Fig. 1: placed cells, one color a class
Scale: 2 px per um.
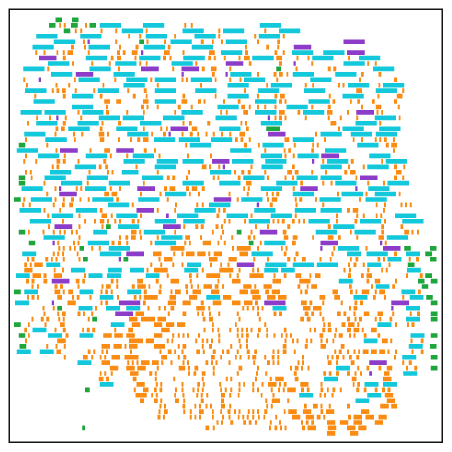
Fig. 2: wire density map
Scale: 1.5 px per um. 22 x 22 tiles, from dark purple (low) to yellow (high), scaled to the fullest tile. Values are wire area over tile area, all layers added.
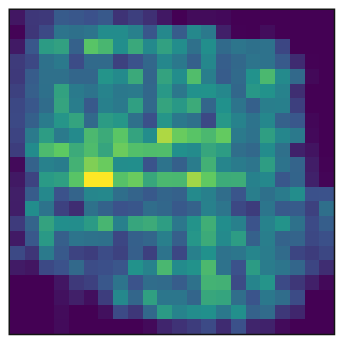
Fig. 3: clock routing
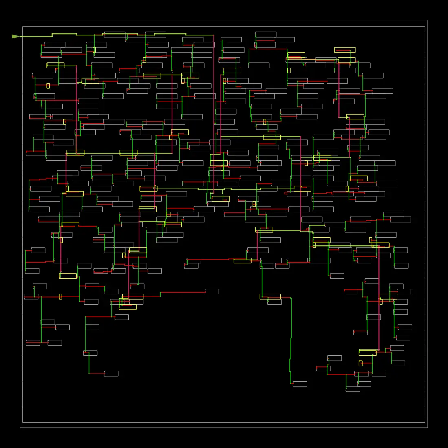
Fig. 4: met3 routing
Scale: 1.5 px per um.
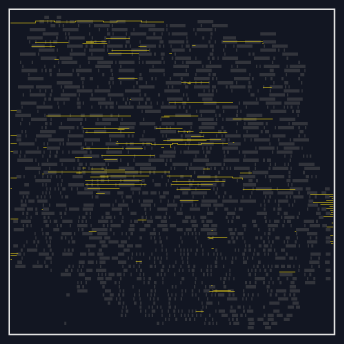
<file path="src/rtl/adc_fir_filter.sv">
// Purpose : sequential single-multiplier FIR over 12-bit offset-binary ADC samples, rounded and saturated output.
// Latency : TAPS+1 clocks from the accepting edge to out_valid (17 at default).
// Backpr. : no stall; in_valid while busy drops the sample and pulses overrun.
//
// Ports:
//   clk        system clock
//   rst_n      synchronous active-low reset (clears history, aborts any computation)
//   in_data    12-bit unsigned offset-binary sample
//   in_valid   one-cycle strobe, sample present
//   out_data   OUT_W signed filtered sample, held between out_valid pulses
//   out_valid  one-cycle strobe, out_data updated
//   busy       filter computing (MAC or ROUND), input not accepted
//   overrun    one-cycle pulse, a sample arrived while busy and was dropped
//   sat        one-cycle pulse with out_valid when the result was clipped
//
// COEFS is a packed array; COEFS[k] (slice k, counted from the LSB end)
// multiplies x[n-k].
module adc_fir_filter #(
    parameter int TAPS   = 16,
    parameter int COEF_W = 16,
    parameter int FRAC   = 15,
    parameter int OUT_W  = 16,
    parameter logic [TAPS-1:0][COEF_W-1:0] COEFS = {TAPS{COEF_W'(2048)}}
) (
    input  logic             clk,
    input  logic             rst_n,
    input  logic [11:0]      in_data,
    input  logic             in_valid,
    output logic [OUT_W-1:0] out_data,
    output logic             out_valid,
    output logic             busy,
    output logic             overrun,
    output logic             sat
);

    localparam int PTR_W  = $clog2(TAPS);
    localparam int PROD_W = 12 + COEF_W;
    localparam int ACC_W  = 12 + COEF_W + PTR_W;

    // Rounding constant 2^(FRAC-1) and output clip limits, all at ACC_W+1 bits
    // so the rounding add cannot wrap.
    localparam logic signed [ACC_W:0] RND_C =
        {{(ACC_W-FRAC+1){1'b0}}, 1'b1, {(FRAC-1){1'b0}}};
    localparam logic signed [ACC_W:0] OUT_MAX =
        {{(ACC_W-OUT_W+2){1'b0}}, {(OUT_W-1){1'b1}}};
    localparam logic signed [ACC_W:0] OUT_MIN =
        {{(ACC_W-OUT_W+2){1'b1}}, {(OUT_W-1){1'b0}}};

    typedef enum logic [1:0] {
        S_IDLE,
        S_MAC,
        S_ROUND
    } state_t;

    state_t                    state_q, state_d;
    logic signed [11:0]        hist_q [TAPS];
    logic        [PTR_W-1:0]   wr_ptr_q, wr_ptr_d;
    logic        [PTR_W-1:0]   rd_ptr_q, rd_ptr_d;
    logic        [PTR_W-1:0]   k_q, k_d;
    logic signed [ACC_W-1:0]   acc_q, acc_d;
    logic        [OUT_W-1:0]   out_data_q, out_data_d;
    logic                      out_valid_q, out_valid_d;
    logic                      overrun_q, overrun_d;
    logic                      sat_q, sat_d;
    logic                      hist_we;

    logic signed [11:0]        x_s;
    logic signed [PROD_W-1:0]  h_ext, c_ext, prod;
    logic signed [ACC_W-1:0]   acc_sum;
    logic signed [ACC_W:0]     rnd_sum, shifted;
    logic        [OUT_W-1:0]   sat_val;
    logic                      clip;

    // Offset binary to two's complement: flipping the MSB subtracts 2048.
    assign x_s = {~in_data[11], in_data[10:0]};

    // Datapath: one product per clock, plus the rounded/saturated view of the
    // accumulator including the current product, so the final MAC step can
    // load the output register directly.
    always_comb begin
        h_ext   = PROD_W'(hist_q[rd_ptr_q]);
        c_ext   = PROD_W'($signed(COEFS[k_q]));
        prod    = h_ext * c_ext;
        acc_sum = acc_q + ACC_W'(prod);
        rnd_sum = (ACC_W+1)'(acc_sum) + RND_C;
        shifted = rnd_sum >>> FRAC;
        clip    = 1'b0;
        sat_val = shifted[OUT_W-1:0];
        if (shifted > OUT_MAX) begin
            sat_val = OUT_MAX[OUT_W-1:0];
            clip    = 1'b1;
        end else if (shifted < OUT_MIN) begin
            sat_val = OUT_MIN[OUT_W-1:0];
            clip    = 1'b1;
        end
    end

    always_comb begin
        state_d     = state_q;
        wr_ptr_d    = wr_ptr_q;
        rd_ptr_d    = rd_ptr_q;
        k_d         = k_q;
        acc_d       = acc_q;
        hist_we     = 1'b0;
        out_data_d  = out_data_q;
        out_valid_d = 1'b0;
        sat_d       = 1'b0;
        overrun_d   = in_valid && (state_q != S_IDLE);

        case (state_q)
            S_IDLE: begin
                if (in_valid) begin
                    hist_we  = 1'b1;
                    rd_ptr_d = wr_ptr_q;
                    k_d      = '0;
                    acc_d    = '0;
                    wr_ptr_d = wr_ptr_q + PTR_W'(1);
                    state_d  = S_MAC;
                end
            end
            S_MAC: begin
                // Walk backwards through history: newest sample pairs with COEFS[0].
                acc_d    = acc_sum;
                rd_ptr_d = rd_ptr_q - PTR_W'(1);
                k_d      = k_q + PTR_W'(1);
                if (k_q == PTR_W'(TAPS-1)) begin
                    out_data_d  = sat_val;
                    out_valid_d = 1'b1;
                    sat_d       = clip;
                    state_d     = S_ROUND;
                end
            end
            S_ROUND: begin
                state_d = S_IDLE;
            end
            default: begin
                state_d = S_IDLE;
            end
        endcase
    end

    always_ff @(posedge clk) begin
        if (!rst_n) begin
            state_q     <= S_IDLE;
            wr_ptr_q    <= '0;
            rd_ptr_q    <= '0;
            k_q         <= '0;
            acc_q       <= '0;
            out_data_q  <= '0;
            out_valid_q <= 1'b0;
            overrun_q   <= 1'b0;
            sat_q       <= 1'b0;
            for (int i = 0; i < TAPS; i++) begin
                hist_q[i] <= '0;
            end
        end else begin
            state_q     <= state_d;
            wr_ptr_q    <= wr_ptr_d;
            rd_ptr_q    <= rd_ptr_d;
            k_q         <= k_d;
            acc_q       <= acc_d;
            out_data_q  <= out_data_d;
            out_valid_q <= out_valid_d;
            overrun_q   <= overrun_d;
            sat_q       <= sat_d;
            if (hist_we) begin
                hist_q[wr_ptr_q] <= x_s;
            end
        end
    end

    assign out_data  = out_data_q;
    assign out_valid = out_valid_q;
    assign overrun   = overrun_q;
    assign sat       = sat_q;
    assign busy      = (state_q != S_IDLE);

endmodule

</file>
<file path="config.mk">
export PLATFORM = sky130hd
export DESIGN_NAME = adc_fir_filter
export DESIGN_NICKNAME = d
export VERILOG_FILES = /design/src/rtl/adc_fir_filter.sv
export SDC_FILE = /design/constraint.sdc
export NUM_CORES = 1
export LEC_CHECK = 0
export ABC_AREA = 1
export CELL_PAD_IN_SITES_DETAIL_PLACEMENT = 1
export CELL_PAD_IN_SITES_GLOBAL_PLACEMENT = 1
export CORE_UTILIZATION = 30
export DETAILED_ROUTE_END_ITERATION = 12
export PLACE_DENSITY_LB_ADDON = 0.1
export SLEW_MARGIN = 20
export SYNTH_ARGS = -nofsm -noshare
export SYNTH_HDL_FRONTEND = slang
export SYNTH_SLANG_ARGS = --single-unit
</file>
<file path="constraint.sdc">
create_clock -name clk -period 7.75 [get_ports clk]
set_clock_uncertainty 0.2 [all_clocks]
set_input_delay 0.775 -clock clk [delete_from_list [all_inputs] [get_ports clk]]
set_output_delay 0.775 -clock clk [all_outputs]
set_load 0.05 [all_outputs]
</file>
==> impl_metrics.xml <==
<?xml version="1.0" encoding="UTF-8"?>
<metrics>
  <group name="cells_and_area">
    <metric name="antenna_cells" unit="">0</metric>
    <metric name="sh_seq_area" unit="%">44.7</metric>
    <metric name="layout.buffer.nonclock.area_share" unit="%">2.82</metric>
    <metric name="clk_share" unit="%">6.13</metric>
    <metric name="area.combinational" unit="um^2">5870</metric>
  </group>
  <group name="setup_path">
    <metric name="critical_path_depth" unit="">26</metric>
    <metric name="r2r-end" unit="">out_data[0]$_SDFFE_PN0P_</metric>
    <metric name="worst_path_dominant_cell_family" unit="">adder cells</metric>
    <metric name="setup.worst_path.end" unit="">out_data[0]$_SDFFE_PN0P_</metric>
  </group>
  <group name="synthesis">
    <metric name="yosysTopAreaCellShare" unit="%">42.1</metric>
    <metric name="yosysChipArea" unit="um^2">13700</metric>
    <metric name="ys_cells" unit="">1551</metric>
    <metric name="fp_nets" unit="">1666</metric>
    <metric name="post_synth_main_logic_family" unit="">simple AND/OR/NAND/NOR gates</metric>
  </group>
  <group name="sta">
    <metric name="fin_crit" unit="ns">6.73</metric>
    <metric name="finalMaxSlewViolations" unit="">0</metric>
  </group>
  <group name="worst_hold_path">
    <metric name="hold_depth" unit="">2</metric>
  </group>
  <group name="placement">
    <metric name="gp_routability_congestion" unit="">0.803</metric>
    <metric name="place_worst_setup_slack" unit="ns">0.959</metric>
  </group>
  <group name="status">
    <metric name="outcome" unit="">complete, no violations</metric>
  </group>
  <group name="floorplan">
    <metric name="tapcell.inserted" unit="">592</metric>
  </group>
</metrics>
-- Fig. 1 (at the start) --
orange -> all other logic  # cells 1219, share of their area 44%
green -> other buffers and delay cells  # cells 46, share of their area 3.0%
purple -> clock drivers and dummy loads  # cells 56, share of their area 6.4%
cyan -> flip-flops  # cells 250, share of their area 47%
std cell rows: 77
Final Core Density: 34.8%
area of the core region: 44600 um^2

-- Fig. 2 (at the start) --
tiles over half the peak = 20%
mean over tiles = 0.14
nearly empty tiles = 12%
fullest tile = 0.43
global routing usage summed across all routing layers: 19.1%
average routed wire per standard cell: 20.3 um
final WL: 43900 um
vias: 10.8k

-- Fig. 3 (at the start) --
number of buffers added by the clock tree synthesis step: 30
clock buf count: 41
number of sinks driven by the clock tree: 250
flip-flops: 250
worst skew pair latency: 0.56 ns

-- Fig. 4 (at the start) --
wire length on this layer = 1460 um
main direction = horizontal
fraction of met3 tracks used by global routing: 2.00%

[metrics by stage]
stage	utilization, %	hold WS, ns	power, uW	area [um^2]
after CTS	34.8	0.273	6180	15500
final	34.8	0.268	6080	15500
after detailed placement	32.6	0.263	4780	14600
after global placement	32.6	0.250	4750	14600
after floorplan	-	0.239	3760	13700
after global routing	34.8	0.308	6600	15500
[cells in the final DEF, fill, tap and decap left out, types with 2 or more instances in the layout]
cell type	instances
nand4_1	12
edfxtp_1	192
nand2_2	14
inv_2	3
ha_1	90
nand3_1	72
xor2_1	12
o221ai_1	34
fa_1	10
clkbuf_1	10
xnor2_1	4
o21ai_0	133
nand2_1	216
buf_4	11
clkdlybuf4s50_1	33
a21oi_2	9
o211ai_1	16
clkinv_1	10
and2_1	2
nor3_1	5
a211oi_1	2
nor2_2	9
dfxtp_1	57
nor4_1	2
inv_1	151
clkbuf_16	31
a22oi_1	2
nor2_1	360
a21oi_1	30
bufinv_16	3
o31ai_1	2
nand3_2	4
o22ai_1	13
clkinv_2	2
[routing by layer]
metal  global-route usage [%]  routed length [um]  up-vias
met5                        0                   0        -
met4                     3.00                 605        0
met3                     2.00                1460       42
met2                     30.3               19300      169
met1                     28.3               22500     5336
li1                         -                   -     5205
[synthesized netlist by cell type, drive strengths merged (4+ instances only)]
library cell,count
fa,10
xor2,13
o21ai,134
o211ai,16
nor2,370
o22ai,13
a21oi,39
clkbuf,73
dfxtp,58
xnor2,4
nor3,6
edfxtp,192
nand3,76
nand4,13
ha,90
buf,9
o221ai,34
inv,154
nand2,231
[state kept, by name, summed over array words and instances (netlist names), named ones only]
register / cells
sat: 1
k_q: 4
acc_q: 21
out_valid: 1
wr_ptr_q: 4
out_data: 16
hist_q: 192
overrun: 1
state_q: 2
rd_ptr_q: 4
Power and IR drop assume default switching activity.
